## src/rtl/mips_pipe_pkg.sv

```systemverilog
// rtl/mips_pipe_pkg.sv - shared widths and control-field layout for the MIPS pipeline stage registers
package mips_pipe_pkg;

   localparam int CTRL_MAX_W = 32;
   typedef logic [CTRL_MAX_W-1:0] ctrl_max_t;
   localparam ctrl_max_t CTRL_NOP = '0;

   localparam int IF_ID_CTRL_W  = 16;
   localparam int IF_ID_DATA_W  = 64;
   localparam int ID_EX_CTRL_W  = 16;
   localparam int ID_EX_DATA_W  = 128;
   localparam int EX_MEM_CTRL_W = 16;
   localparam int EX_MEM_DATA_W = 96;
   localparam int MEM_WB_CTRL_W = 16;
   localparam int MEM_WB_DATA_W = 96;

   // Control-field bit positions; fields not used by a stage are simply left zero.
   localparam int ALU_OP_LSB    = 0;
   localparam int ALU_OP_W      = 4;
   localparam int LOAD_INSTR    = 4;
   localparam int RF_ENABLE     = 5;
   localparam int HI_ENABLE     = 6;
   localparam int LO_ENABLE     = 7;
   localparam int PC_PLUS8      = 8;
   localparam int OP_H_S        = 9;
   localparam int MEM_ENABLE    = 10;
   localparam int MEM_READWRITE = 11;
   localparam int MEM_SIZE_LSB  = 12;
   localparam int MEM_SIZE_W    = 2;
   localparam int MEM_SIGNE     = 14;

endpackage

```

## src/rtl/mips_pipe_stage.sv

```systemverilog
// rtl/mips_pipe_stage.sv - elastic pipeline stage register with optional skid entry
// Main entry M always drives the outputs; with SKID=1 a second entry S absorbs the beat accepted during a stall.
module mips_pipe_stage
   import mips_pipe_pkg::*;
#(
   parameter int CTRL_W = 16,
   parameter int DATA_W = 64,
   parameter bit SKID   = 1'b1
) (
   input  logic              Clk,
   input  logic              Reset,
   input  logic              flush,
   input  logic              in_valid,
   output logic              in_ready,
   input  logic [CTRL_W-1:0] in_ctrl,
   input  logic [DATA_W-1:0] in_data,
   output logic              out_valid,
   input  logic              out_ready,
   output logic [CTRL_W-1:0] out_ctrl,
   output logic [DATA_W-1:0] out_data,
   output logic [1:0]        occupancy
);

   logic              m_valid_q, m_valid_d;
   logic [CTRL_W-1:0] m_ctrl_q, m_ctrl_d;
   logic [DATA_W-1:0] m_data_q, m_data_d;
   logic              in_xfer, out_xfer;

   assign in_xfer   = in_valid & in_ready;
   assign out_xfer  = m_valid_q & out_ready;
   assign out_valid = m_valid_q;
   assign out_ctrl  = m_valid_q ? m_ctrl_q : CTRL_NOP[CTRL_W-1:0];
   assign out_data  = m_data_q;

   generate
      if (SKID) begin : g_skid
         logic              s_valid_q, s_valid_d;
         logic [CTRL_W-1:0] s_ctrl_q, s_ctrl_d;
         logic [DATA_W-1:0] s_data_q, s_data_d;

         assign in_ready  = !s_valid_q;
         assign occupancy = {1'b0, m_valid_q} + {1'b0, s_valid_q};

         always_comb begin
            m_valid_d = m_valid_q;
            m_ctrl_d  = m_ctrl_q;
            m_data_d  = m_data_q;
            s_valid_d = s_valid_q;
            s_ctrl_d  = s_ctrl_q;
            s_data_d  = s_data_q;
            // A held skid beat refills M first; input cannot transfer while S is full.
            if (out_xfer && s_valid_q) begin
               m_ctrl_d  = s_ctrl_q;
               m_data_d  = s_data_q;
               s_valid_d = 1'b0;
            end else if (in_xfer) begin
               if (!m_valid_q || out_xfer) begin
                  m_valid_d = 1'b1;
                  m_ctrl_d  = in_ctrl;
                  m_data_d  = in_data;
               end else begin
                  s_valid_d = 1'b1;
                  s_ctrl_d  = in_ctrl;
                  s_data_d  = in_data;
               end
            end else if (out_xfer) begin
               m_valid_d = 1'b0;
            end
            if (flush) begin
               m_valid_d = 1'b0;
               s_valid_d = 1'b0;
            end
         end

         always_ff @(posedge Clk) begin
            if (Reset) begin
               s_valid_q <= 1'b0;
               s_ctrl_q  <= '0;
               s_data_q  <= '0;
            end else begin
               s_valid_q <= s_valid_d;
               s_ctrl_q  <= s_ctrl_d;
               s_data_q  <= s_data_d;
            end
         end
      end else begin : g_single
         assign in_ready  = !m_valid_q | out_ready;
         assign occupancy = {1'b0, m_valid_q};

         always_comb begin
            m_valid_d = m_valid_q;
            m_ctrl_d  = m_ctrl_q;
            m_data_d  = m_data_q;
            if (in_xfer) begin
               m_valid_d = 1'b1;
               m_ctrl_d  = in_ctrl;
               m_data_d  = in_data;
            end else if (out_xfer) begin
               m_valid_d = 1'b0;
            end
            if (flush) m_valid_d = 1'b0;
         end
      end
   endgenerate

   always_ff @(posedge Clk) begin
      if (Reset) begin
         m_valid_q <= 1'b0;
         m_ctrl_q  <= '0;
         m_data_q  <= '0;
      end else begin
         m_valid_q <= m_valid_d;
         m_ctrl_q  <= m_ctrl_d;
         m_data_q  <= m_data_d;
      end
   end

endmodule

```

## config.mk

```make
export PLATFORM = sky130hd
export DESIGN_NAME = mips_pipe_stage
export DESIGN_NICKNAME = d
export VERILOG_FILES = /design/src/rtl/mips_pipe_pkg.sv /design/src/rtl/mips_pipe_stage.sv
export SDC_FILE = /design/constraint.sdc
export NUM_CORES = 1
export LEC_CHECK = 0
export CELL_PAD_IN_SITES_DETAIL_PLACEMENT = 2
export CELL_PAD_IN_SITES_GLOBAL_PLACEMENT = 2
export CORE_MARGIN = 3
export CORE_UTILIZATION = 30
export DETAILED_ROUTE_END_ITERATION = 12
export PLACE_DENSITY = 0.82
export SLEW_MARGIN = 25
export SYNTH_ARGS = -nofsm -noshare
export SYNTH_HDL_FRONTEND = slang
export SYNTH_SLANG_ARGS = --single-unit
export TNS_END_PERCENT = 10
```

## constraint.sdc

```tcl
create_clock -name Clk -period 1.9 [get_ports Clk]
set_input_delay 0.19 -clock Clk [delete_from_list [all_inputs] [get_ports Clk]]
set_output_delay 0.19 -clock Clk [all_outputs]
set_load 0.02 [all_outputs]
```

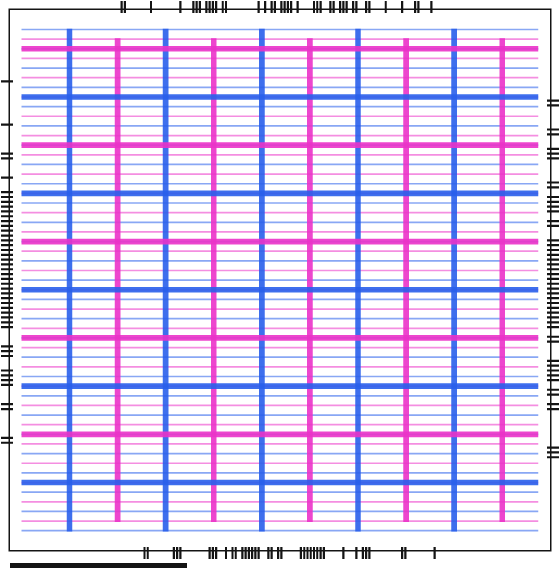
*Power grid, run 1*
The bar under the picture is 50 um long. Pins as bars on the die edge.
[magenta] VDD
[blue] VSS
rows: 52
met4 straps: 10
met5 straps: 10
signal pins: 169
Core Footprint: 0.0206 mm2
VDD IR-drop max: 0.000539 V
die height: 152 um

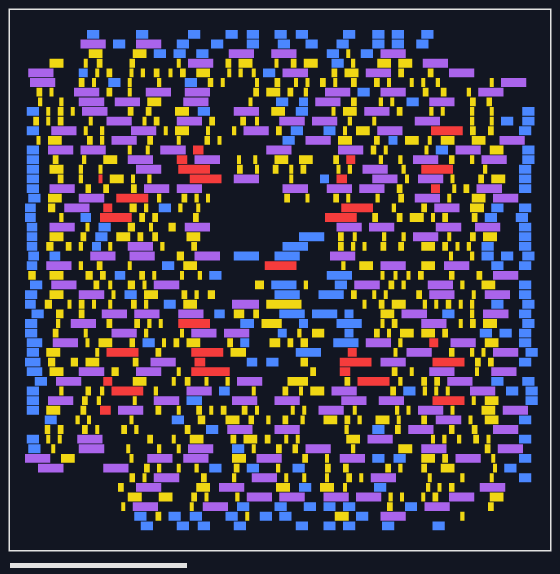
*Cell classes on the final placement, run 1*
The bar under the picture is 50 um long.
[yellow] all other logic | cells: 511
[red] clock drivers and dummy loads | cells: 31
[purple] flip-flops | cells: 162
[blue] other buffers and delay cells | cells: 191

==> results.ini, run 1 <==
[placement]
dp_hpwl_mm=13.9

[logic_synthesis]
syn_inst=737
yosysChipArea_mm2=0.00643
yosysTopAreaCell=dfxtp_1
yosys.cell_types.count=22
synthSimpleGateAreaFrac_pct=11.8
topCellsByArea=dfxtp_1 50%, a21oi_1 13%, o221a_1 9.6%, nand2_1 9.3%, inv_1 4.7%
synthArstFlopShare_pct=0

[grt]
grt_pass1_wl_mm=34.6
met3_usage_pct=5.42
grt_use_met1_pct=22.6

[cts]
cts.sinks=162
cts_resized=16

[timing]
rsz0062_at_grt=no
worstMarginPinSlew_ps=394
skew_ps=14.1

[finish]
n_all_inverters=82
signal_buffers=191
fillerInstances=2245
nets=969
mostFrequentLayoutCell=a21oi_1
seq_area_share_pct=36.1
seq_cell_count=162
largest_class=sequential cells
design_area_mm2=0.00899

[setup_path]
crit_cells=2
cp_cell_sequence=buf_6 -> clkdlybuf4s50_1
cpMaxStageDelayCell=clkdlybuf4s50_1
crit_start=out_valid$_SDFFE_PP0P_
path_class=reg2out

[status]
status=finished clean

[route]
route.met2.wl_mm=10.4
dr.pass1.iters=4
drt_iter0_markers=199

[power_and_ir_drop]
power_uw=8040
p_seq_uw=3650

[die]
fp-utilization_pct=31.2

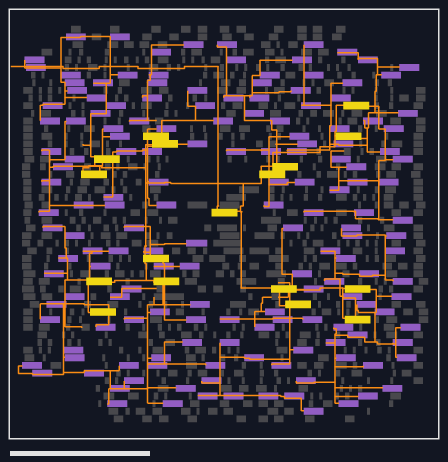
*Clock wires, drivers and flops, run 1*
The bar under the picture is 50 um long.
[orange] clock wires | length: 2310 um
[yellow] cells driving clock nets | count: 17
[purple] flip-flops | count: 162
flops lie: all over the die
clock power share: 41.6%
clock latency on the worst-skew pair: 420 ps
clk pwr: 3340 uW

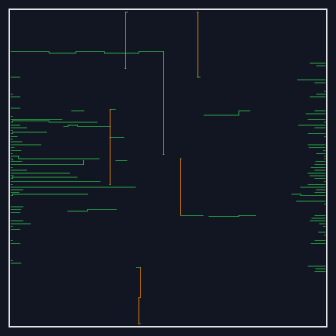
*Metal layers overlaid, run 1*
Two of the layers only.
[green] met3 | wire length: 976 um
[orange] met4 | wire length: 202 um
total track usage: 18.3%
Avg WL per Cell: 18.3 um
routed wire length: 21.3 mm
Via Count: 5778

==> run 1 -> run 2 <==
CTS_CLUSTER_DIAMETER = 120   (was default)
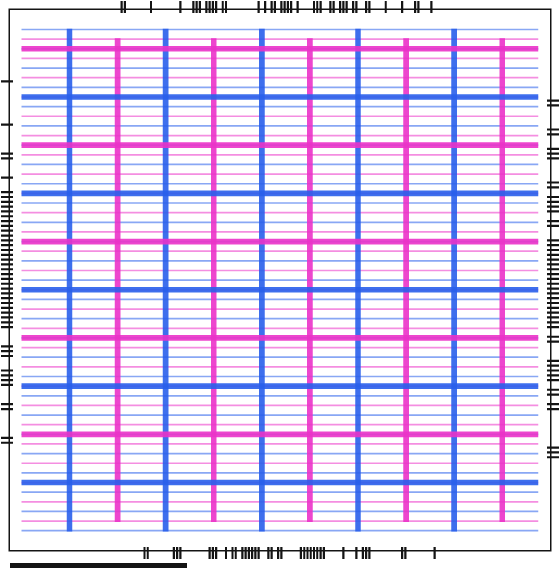
*Power grid, run 2*
The bar under the picture is 50 um long. Pins as bars on the die edge.
[magenta] VDD
[blue] VSS
met4 straps: 10
met5 straps: 10

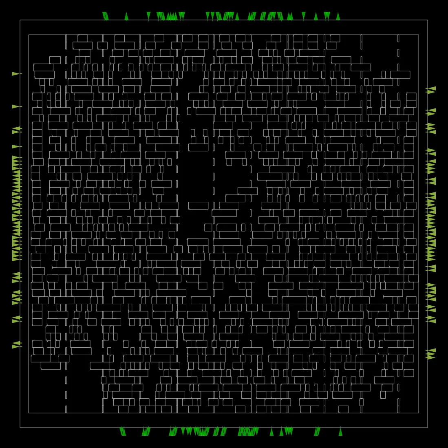
*Placement view, run 2*
final core utilization: 43.6%
filler instances: 2245
Finished Layout Cells: 1165

==> run 2 against run 1 <==
Net effect: sequential power hardly changed; critical path depth stayed put; register-to-register slack hardly changed; cell area stayed put; die size stayed put; utilization stayed put; non-clock buffer count stayed put; power stayed put; combinational power hardly changed; worst hold slack stayed put; wire length stayed put; critical path type unchanged; critical endpoint unchanged; largest cell class unchanged.
==> results.ini, run 2 <==
[status]
status=finished clean

[logic_synthesis]
topCellsByArea=dfxtp_1 50%, a21oi_1 13%, o221a_1 9.6%, nand2_1 9.3%, inv_1 4.7%
synthSimpleGateAreaFrac_pct=11.8
yosysTopAreaCell=dfxtp_1
syn_inst=737

[power_and_ir_drop]
p_clk_uw=3340
power_uw=8040
clkPwrFrac_pct=41.6
vdd_ir_drop_max_v=0.000539
p_seq_uw=3650

[timing]
rsz0062_at_grt=no
worstMarginPinSlew_ps=394

[setup_path]
crit_cells=2
cp_cell_sequence=buf_6 -> clkdlybuf4s50_1
crit_start=out_valid$_SDFFE_PP0P_
path_class=reg2out

[finish]
nets=969
design_area_mm2=0.00899
largest_class=sequential cells
mostFrequentLayoutCell=a21oi_1
signal_buffers=191

[route]
drt_iter0_markers=199
num_vias=5778
dr.pass1.iters=4
route.met2.wl_mm=10.4
routedWlPerCell_um=18.3

[grt]
track_usage_pct=18.3
met3_usage_pct=5.42

[cts]
cts_resized=16

[die]
core_mm2=0.0206

No activity file was given, so power comes from the tool's default toggle rates.
